--- config.mk ---
export PLATFORM = sky130hd
export DESIGN_NAME = frame_parity_unit_flat
export DESIGN_NICKNAME = d
export VERILOG_FILES = /design/src/rtl/parity_pkg.sv /design/src/rtl/frame_parity_unit_if.sv /design/src/rtl/word_parity.sv /design/src/rtl/frame_parity_unit.sv /design/src/flat_wrapper.sv
export SDC_FILE = /design/constraint.sdc
export NUM_CORES = 1
export LEC_CHECK = 0
export ABC_AREA = 1
export CORE_MARGIN = 5
export CORE_UTILIZATION = 42
export DETAILED_ROUTE_END_ITERATION = 8
export PLACE_DENSITY = 0.82
export SLEW_MARGIN = 10
export SYNTH_ARGS = -nofsm -noshare
export SYNTH_HDL_FRONTEND = slang
export SYNTH_HIERARCHICAL = 1
export SYNTH_SLANG_ARGS = --single-unit
--- constraint.sdc ---
create_clock -name clk -period 1.2 [get_ports clk]
set_input_delay 0.12 -clock clk [delete_from_list [all_inputs] [get_ports clk]]
set_output_delay 0.12 -clock clk [all_outputs]
set_load 0.005 [all_outputs]
--- src/rtl/parity_pkg.sv ---
// Shared types and constants for the frame parity unit: FSM state encoding,
// mode values and the result-count width helper.
package parity_pkg;

  // Frame lifecycle: nothing open, words being folded in, result waiting.
  typedef enum logic [1:0] {
    IDLE  = 2'd0,
    ACCUM = 2'd1,
    HOLD  = 2'd2
  } state_t;

  localparam logic MODE_GEN   = 1'b0;
  localparam logic MODE_CHECK = 1'b1;

  // Width needed to hold a word count from 0 up to and including frame_len.
  function automatic int count_w(input int frame_len);
    return $clog2(frame_len + 1);
  endfunction

endpackage

--- src/rtl/frame_parity_unit_if.sv ---
// Word-in / result-out bundle of the frame parity unit.
// Optional macro FRAME_PARITY_COLUMN_EN adds the out_col column-parity field.
//
// Handshake: a word moves when in_valid and in_ready are both high at a rising
// clock edge; a result moves when out_valid and out_ready are both high at a
// rising edge. A producer holding valid high keeps its payload stable until the
// transfer, and the unit never drops out_valid before the result is taken.
interface frame_parity_unit_if #(
  parameter int DATA_W    = 4,
  parameter int FRAME_LEN = 8
);
  localparam int CNT_W = parity_pkg::count_w(FRAME_LEN);

  logic              mode;
  logic              in_valid;
  logic              in_ready;
  logic [DATA_W-1:0] in_data;
  logic              in_last;
  logic              in_par;
  logic              out_valid;
  logic              out_ready;
  logic              out_parity;
  logic              out_error;
  logic [CNT_W-1:0]  out_count;
`ifdef FRAME_PARITY_COLUMN_EN
  logic [DATA_W-1:0] out_col;

  modport master (
    output mode, in_valid, in_data, in_last, in_par, out_ready,
    input  in_ready, out_valid, out_parity, out_error, out_count, out_col
  );

  modport slave (
    input  mode, in_valid, in_data, in_last, in_par, out_ready,
    output in_ready, out_valid, out_parity, out_error, out_count, out_col
  );
`else
  modport master (
    output mode, in_valid, in_data, in_last, in_par, out_ready,
    input  in_ready, out_valid, out_parity, out_error, out_count
  );

  modport slave (
    input  mode, in_valid, in_data, in_last, in_par, out_ready,
    output in_ready, out_valid, out_parity, out_error, out_count
  );
`endif

endinterface

--- src/rtl/word_parity.sv ---
// XOR reduction of a single word. Polarity (odd/even) is applied once when the
// frame closes, so this stays a plain parity tree.
module word_parity #(
  parameter int DATA_W = 4
) (
  input  logic [DATA_W-1:0] data_i,
  output logic              par_o
);

  assign par_o = ^data_i;

endmodule

--- src/rtl/frame_parity_unit.sv ---
// Streaming frame parity generator/checker.
// Folds up to FRAME_LEN words into one parity bit and presents a registered
// per-frame result (parity, check error, word count) until the sink takes it.
// Optional macro FRAME_PARITY_COLUMN_EN adds per-bit-position parity (out_col).
module frame_parity_unit
  import parity_pkg::*;
#(
  parameter int DATA_W    = 4,
  parameter int FRAME_LEN = 8,
  parameter int ODD_PAR   = 1
) (
  input  logic                clk,
  input  logic                rst,
  frame_parity_unit_if.slave  bus,
  output state_t              dbg_state_o
);

  localparam int               CNT_W    = count_w(FRAME_LEN);
  localparam logic             POL      = (ODD_PAR != 0);
  localparam logic [CNT_W-1:0] LAST_CNT = CNT_W'(FRAME_LEN);

  state_t           state_q, state_d;
  logic             mode_q, mode_d;
  logic             acc_q, acc_d;
  logic [CNT_W-1:0] cnt_q, cnt_d;
  logic             par_q, par_d;
  logic             err_q, err_d;
  logic [CNT_W-1:0] out_cnt_q, out_cnt_d;

  logic             word_red;
  logic             accept;
  logic             closing;
  logic             load_res;
  logic             acc_nxt;
  logic [CNT_W-1:0] cnt_nxt;
  logic             mode_nxt;
  logic             par_nxt;

  word_parity #(.DATA_W(DATA_W)) u_word_parity (
    .data_i (bus.in_data),
    .par_o  (word_red)
  );

  // Only IDLE/ACCUM raise in_ready, so an accept always folds into a frame.
  assign accept   = bus.in_valid & bus.in_ready;
  assign load_res = accept & closing;

  // What the running frame becomes if the current word is accepted; the first
  // word of a frame restarts the fold and samples mode.
  always_comb begin
    acc_nxt  = acc_q ^ word_red;
    cnt_nxt  = cnt_q + CNT_W'(1);
    mode_nxt = mode_q;
    if (state_q == IDLE) begin
      acc_nxt  = word_red;
      cnt_nxt  = CNT_W'(1);
      mode_nxt = bus.mode;
    end
    closing = bus.in_last | (cnt_nxt == LAST_CNT);
    par_nxt = acc_nxt ^ POL;
  end

  // FSM next state and datapath loads.
  always_comb begin
    state_d   = state_q;
    mode_d    = mode_q;
    acc_d     = acc_q;
    cnt_d     = cnt_q;
    par_d     = par_q;
    err_d     = err_q;
    out_cnt_d = out_cnt_q;
    case (state_q)
      IDLE, ACCUM: begin
        if (accept) begin
          mode_d  = mode_nxt;
          acc_d   = acc_nxt;
          cnt_d   = cnt_nxt;
          state_d = ACCUM;
          if (closing) begin
            state_d   = HOLD;
            par_d     = par_nxt;
            err_d     = (mode_nxt == MODE_CHECK) & (par_nxt != bus.in_par);
            out_cnt_d = cnt_nxt;
          end
        end
      end
      HOLD: begin
        if (bus.out_ready) state_d = IDLE;
      end
      default: state_d = IDLE;
    endcase
  end

  // State and result registers; reset discards any open or pending frame.
  always_ff @(posedge clk or posedge rst) begin
    if (rst) begin
      state_q   <= IDLE;
      mode_q    <= MODE_GEN;
      acc_q     <= 1'b0;
      cnt_q     <= '0;
      par_q     <= 1'b0;
      err_q     <= 1'b0;
      out_cnt_q <= '0;
    end else begin
      state_q   <= state_d;
      mode_q    <= mode_d;
      acc_q     <= acc_d;
      cnt_q     <= cnt_d;
      par_q     <= par_d;
      err_q     <= err_d;
      out_cnt_q <= out_cnt_d;
    end
  end

  assign bus.in_ready   = (state_q != HOLD);
  assign bus.out_valid  = (state_q == HOLD);
  assign bus.out_parity = par_q;
  assign bus.out_error  = err_q;
  assign bus.out_count  = out_cnt_q;
  assign dbg_state_o    = state_q;

`ifdef FRAME_PARITY_COLUMN_EN
  logic [DATA_W-1:0] col_acc_q, col_acc_d;
  logic [DATA_W-1:0] col_q, col_d;
  logic [DATA_W-1:0] col_nxt;

  // Column fold mirrors the scalar fold, one parity bit per bit position.
  always_comb begin
    col_nxt   = (state_q == IDLE) ? bus.in_data : (col_acc_q ^ bus.in_data);
    col_acc_d = accept ? col_nxt : col_acc_q;
    col_d     = load_res ? (col_nxt ^ {DATA_W{POL}}) : col_q;
  end

  // Column accumulator and held column result.
  always_ff @(posedge clk or posedge rst) begin
    if (rst) begin
      col_acc_q <= '0;
      col_q     <= '0;
    end else begin
      col_acc_q <= col_acc_d;
      col_q     <= col_d;
    end
  end

  assign bus.out_col = col_q;
`endif

endmodule

--- src/flat_wrapper.sv ---
// flat-port wrapper written by rule: the top's interface ports become plain ports
module frame_parity_unit_flat import parity_pkg::*;
#(
  parameter int DATA_W    = 4,
  parameter int FRAME_LEN = 8,
  parameter int ODD_PAR   = 1
)
  (clk, rst, dbg_state_o, bus_mode, bus_in_valid, bus_in_data, bus_in_last, bus_in_par, bus_out_ready, bus_in_ready, bus_out_valid, bus_out_parity, bus_out_error, bus_out_count);
  frame_parity_unit_if #(.DATA_W(DATA_W), .FRAME_LEN(FRAME_LEN)) bus_i ();
  input  logic clk;
  input  logic rst;
  output state_t dbg_state_o;
  input wire logic [$bits(bus_i.mode)-1:0] bus_mode;
  input wire logic [$bits(bus_i.in_valid)-1:0] bus_in_valid;
  input wire logic [$bits(bus_i.in_data)-1:0] bus_in_data;
  input wire logic [$bits(bus_i.in_last)-1:0] bus_in_last;
  input wire logic [$bits(bus_i.in_par)-1:0] bus_in_par;
  input wire logic [$bits(bus_i.out_ready)-1:0] bus_out_ready;
  output wire logic [$bits(bus_i.in_ready)-1:0] bus_in_ready;
  output wire logic [$bits(bus_i.out_valid)-1:0] bus_out_valid;
  output wire logic [$bits(bus_i.out_parity)-1:0] bus_out_parity;
  output wire logic [$bits(bus_i.out_error)-1:0] bus_out_error;
  output wire logic [$bits(bus_i.out_count)-1:0] bus_out_count;
  assign bus_i.mode = bus_mode;
  assign bus_i.in_valid = bus_in_valid;
  assign bus_i.in_data = bus_in_data;
  assign bus_i.in_last = bus_in_last;
  assign bus_i.in_par = bus_in_par;
  assign bus_i.out_ready = bus_out_ready;
  assign bus_in_ready = bus_i.in_ready;
  assign bus_out_valid = bus_i.out_valid;
  assign bus_out_parity = bus_i.out_parity;
  assign bus_out_error = bus_i.out_error;
  assign bus_out_count = bus_i.out_count;
  frame_parity_unit #(.DATA_W(DATA_W), .FRAME_LEN(FRAME_LEN), .ODD_PAR(ODD_PAR)) u_core (.clk(clk), .rst(rst), .bus(bus_i), .dbg_state_o(dbg_state_o));
endmodule
### Cell placement, run 1

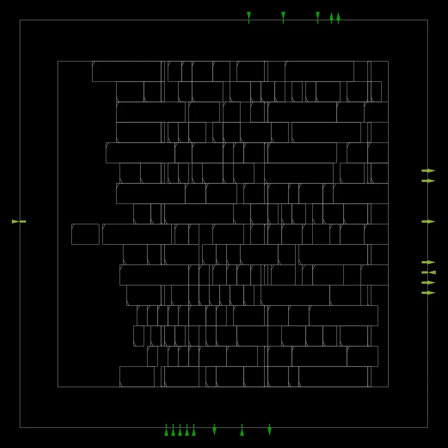
fill count: 127
row cnt: 16
core area: 0.00192 sq mm
Core Util, Final: 0.722

### The metal 3 layer, run 1

Scale: 6 px per um.
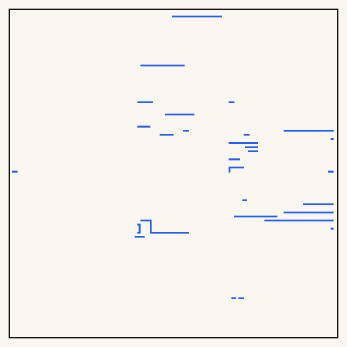
The wires run mostly horizontal. The layer carries 95.6 um of wire. 24 nets have wire on it. The longest straight run is 11.3 um.

### Signal wires by layer, run 1

Scale: 6 px per um. Only two layers are drawn.
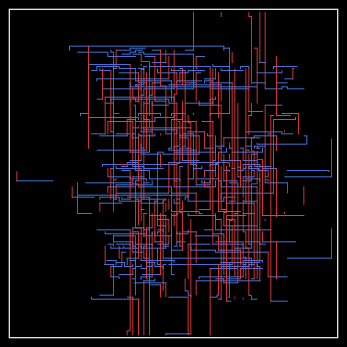
Blue shows metal 1, wire length 1080 um. Red shows metal 2, wire length 1320 um.

### Placement by cell class, run 1

Scale: 4 px per um.
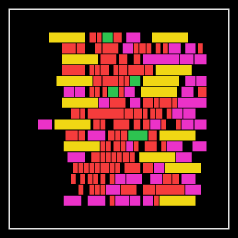
Green shows clock drivers and dummy loads, cells 4, share of their area 2.7%. Magenta shows remaining buffers and delay cells, cells 40, share of their area 29%. Yellow shows sequential cells, cells 14, share of their area 26%. Red shows combinational and other logic, cells 101, share of their area 43%.

==> deck_impl_summary.md, run 1 <==
Flow Results at a Glance

Worst setup path
  • Slowest cell on the critical path: dfrtp_1
  • Reg2Reg Capture Point: u_core/bus.out_count[1]$_DFFE_PP0P_
  • Buf/Inv on CP: 2
  • Crit-path max FO: 8
  • Most frequent CP cell: nand2_2
  • Worst setup path endpoint: u_core/bus.out_count[1]$_DFFE_PP0P_
  • CP startpoint: u_core/dbg_state_o[0]$_DFFE_PP0P_

Cells and area
  • Layout buffer count excluding clock buffers: 40
  • Sequential cell count: 14
  • Top class by area: combinational gates
  • Fraction of area in multi-input gates: 0.362
  • Net count, final: 172
  • Dominant logic cell type in the layout: nand2_1
  • Non-clock buffering overhead: 0.280
  • Area Overhead vs Synth: 67.0%

Floorplanning
  • Die Wd: 54.5 um
  • # Taps: 27

Flow run
  • Max Cap Violations: 0

Yosys
  • Xor/xnor share: 0.0105
  • Area leader share: 0.422
  • Ys Warns: 6
  • Synth flops: 14
  • Top_reg_cell synth: dfrtp_1

Timing
  • RSZ-0062 raised after global routing: true
  • Final setup fails: 13
  • Worst slew pin tran: 267 ps
  • Final worst slack: -239 ps

Power and ir drop
  • Comb pwr share: 0.502
  • Clk pwr share: 0.166
  • Top pwr grp: combinational logic
  • Psw: 845 uW

Clocking
  • Clk_lat worst skew: 290 ps
  • Clock Pin Slew Worst Setup and Hold Paths: 100 ps
  • Root Driver: clkbuf_4
  • Num CTS Buffers: 3

Hold path
  • Worst hold-check path type: in2async

Outcome
  • Outcome: finished, violations left
  • Violated checks: negative setup slack
-- run 1: per-layer routing --
metal	vias up	share of wire	global-route usage
li1	440	-	-
met1	443	0.42	0.190
met2	43	0.51	0.283
met3	10	0.037	0.0300
met4	0	0.037	0.0622
met5	-	0	0
-- run 1: what timing repair did --
item | 4_1_cts | 5_1_grt
resized | 21 | 31
hold buffers | 0 | 0
pin swaps | 5 | 6
cloned | 0 | 1
endpoints found under the setup margin | 18 | 17
setup buffers | 6 | 3
-- run 1: state kept, by name, summed over array words and instances, names as in the netlist --
signal / count
u_core/bus.out_error: 1
u_core/bus.out_parity: 1
u_core/acc_q: 1
u_core/bus.out_count: 4
u_core/cnt_q: 4
u_core/dbg_state_o: 2
u_core/mode_q: 1
### Sequential cells coloured by netlist name, run 1

Scale: 10 px per um. Other sequential cells in the stronger grey, the rest of the logic in the fainter grey.
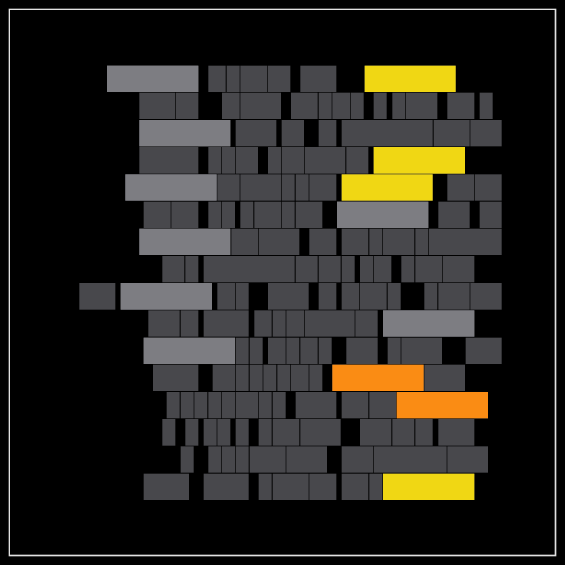

## Run 2: what changed since run 1
--- a/config.mk
+++ b/config.mk
@@ -10,5 +10,5 @@
 export CORE_UTILIZATION = 42
 export DETAILED_ROUTE_END_ITERATION = 8
-export PLACE_DENSITY = 0.82
+export PLACE_DENSITY = 0.73
 export SLEW_MARGIN = 10
 export SYNTH_ARGS = -nofsm -noshare
==> constraint.sdc (replaced) <==
create_clock -name clk -period 1.2 [get_ports clk]
set_input_delay 0.12 -clock clk [delete_from_list [all_inputs] [get_ports clk]]
set_output_delay 0.12 -clock clk [all_outputs]
set_load 0.02 [all_outputs]
### Sequential cells coloured by netlist name, run 2

Scale: 10 px per um. Other sequential cells in the stronger grey, the rest of the logic in the fainter grey.
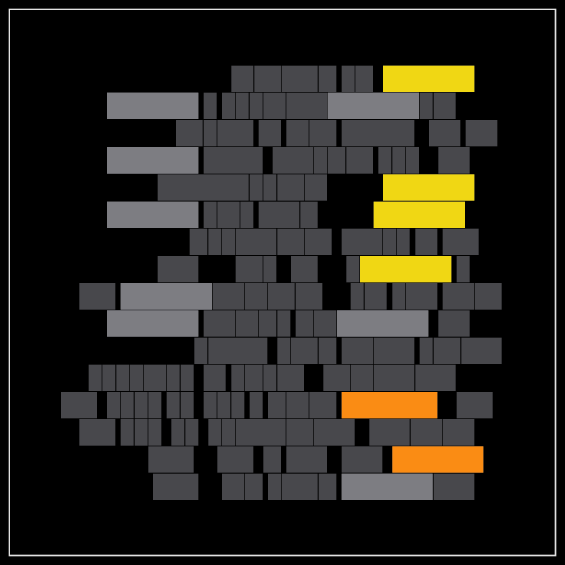
Orange shows `u_core/dbg_state_o`, flops 2. Yellow shows `u_core/bus.out_count`, flops 4.
Another 8 sequential cells are not coloured.

==> deck_impl_summary.md, run 2 <==
Flow Results at a Glance

Outcome
  • Outcome: finished, violations left
  • Violated checks: negative setup slack

Worst setup path
  • CP startpoint: u_core/cnt_q[1]$_DFFE_PP0P_
  • Worst setup SP type: flip-flop
  • Crit-path max FO: 7
  • Reg2Reg Capture Point: u_core/bus.out_count[3]$_DFFE_PP0P_
  • R2r worst-path depth: 9
  • Most frequent CP cell: nand2_2
  • Worst setup path endpoint: u_core/bus.out_count[3]$_DFFE_PP0P_
  • Buf/Inv on CP: 1
  • Critical path depth: 9
  • Slowest cell on the critical path: dfrtp_1

Yosys
  • Area leader share: 0.422
  • Synth Area per Inst: 7.16 sq um
  • Ys Warns: 6
  • Area leader, netlist: dfrtp_1
  • Synth Instances: 116
  • Synth flops: 14
  • # Cells Yosys: 116
  • Most frequent cell after synthesis: nand2_1
  • Post-Syn Area: 831 sq um
  • Top_reg_cell synth: dfrtp_1

Cells and area
  • Area Overhead vs Synth: 64.5%
  • Non-clock buffering overhead: 0.260
  • Net count, final: 171
  • Dominant logic cell type in the layout: nand2_1
  • Reg area: 352 sq um
  • Top class by area: combinational gates
  • Layout buffer count excluding clock buffers: 39
  • Fraction of area in registers: 0.257
  • Finished Cell Area: 0.00137 sq mm
  • Core Util, Final: 0.711
  • Dominant logic cell types in the final layout: nand2_1 (35), buf_4 (14), inv_1 (13), dfrtp_1 (13), nand2_2 (10)
  • Share of cells above drive strength 1: 0.405
  • Sequential cell count: 14
  • Fill count: 137
  • Fraction of area in multi-input gates: 0.378

Power and ir drop
  • Seq pwr share: 0.338
  • Comb pwr share: 0.506
  • Tot Pwr: 2170 uW
  • Clk pwr share: 0.156
  • Psw: 867 uW
  • Top pwr grp: combinational logic
  • P_int: 1310 uW
  • Worst IR Drop VDD: 0.950 mV
  • Comb group: 1100 uW

Detailed routing
  • DRT iter0 DRCs: 10
  • Routed WL per cell: 11.0 um
  • Post-route ant nets: 0
  • # DRC: 0
  • DR vias: 857

Floorplanning
  • Row cnt: 16
  • Core area: 0.00192 sq mm
  • Vert. Die Dim: 54.5 um
  • # Taps: 27
  • Die Wd: 54.5 um

Clocking
  • Clock sink count: 14
  • Clock Pin Slew Worst Setup and Hold Paths: 90 ps
  • CTS H-tree lvls: 1
  • CTS Hold Buffers Added: 0
  • Worst-case clock buffer depth: 2
  • Post_cts resized: 31
  • Root Driver: clkbuf_4
  • Num CTS Buffers: 3
  • Clk_lat worst skew: 280 ps
  • Setup bufs post-CTS: 2
  • CTS tree: built

Timing
  • Max Clk Rate: 712 MHz
  • Crit share post-route: 1.17
  • Final worst slack: -205 ps
  • Final Max Slew Viols: 0
  • RSZ-0062 raised after global routing: true
  • Final setup fails: 10
  • Setup TNS: -1590 ps
  • Worst slew pin tran: 260 ps

Placement
  • HPWL after DPL: 1450 um
  • Post-Place Setup Slack: -368 ps

Global route
  • First-pass GRT wire length: 3250 um

Hold path
  • Worst hold-check path type: in2async

Flow run
  • Max Cap Violations: 0
-- run 2: cell counts after synthesis --
Identical to the previous run, type by type.
-- run 2: per-layer routing --
layer / vias to the layer above / routed length [um] / part of all wire / GRT usage
met4: 0 / 51 / 0.025 / 0.0830
met2: 25 / 1070 / 0.52 / 0.255
met5: - / 0 / 0 / 0
met3: 5 / 81 / 0.040 / 0.0191
li1: 437 / - / - / -
met1: 390 / 837 / 0.41 / 0.183
-- run 2: cell families after synthesis --
logic type / synth area share
XOR/XNOR: 0.0105
AND-OR/OR-AND: 0.0587
buffers and inverters: 0.0873
AND/OR/NAND/NOR: 0.407
flip-flops: 0.422
adder cells (fa/ha/maj): 0.0151
Power figures rest on the tool's default switching activity, not on a simulated workload.
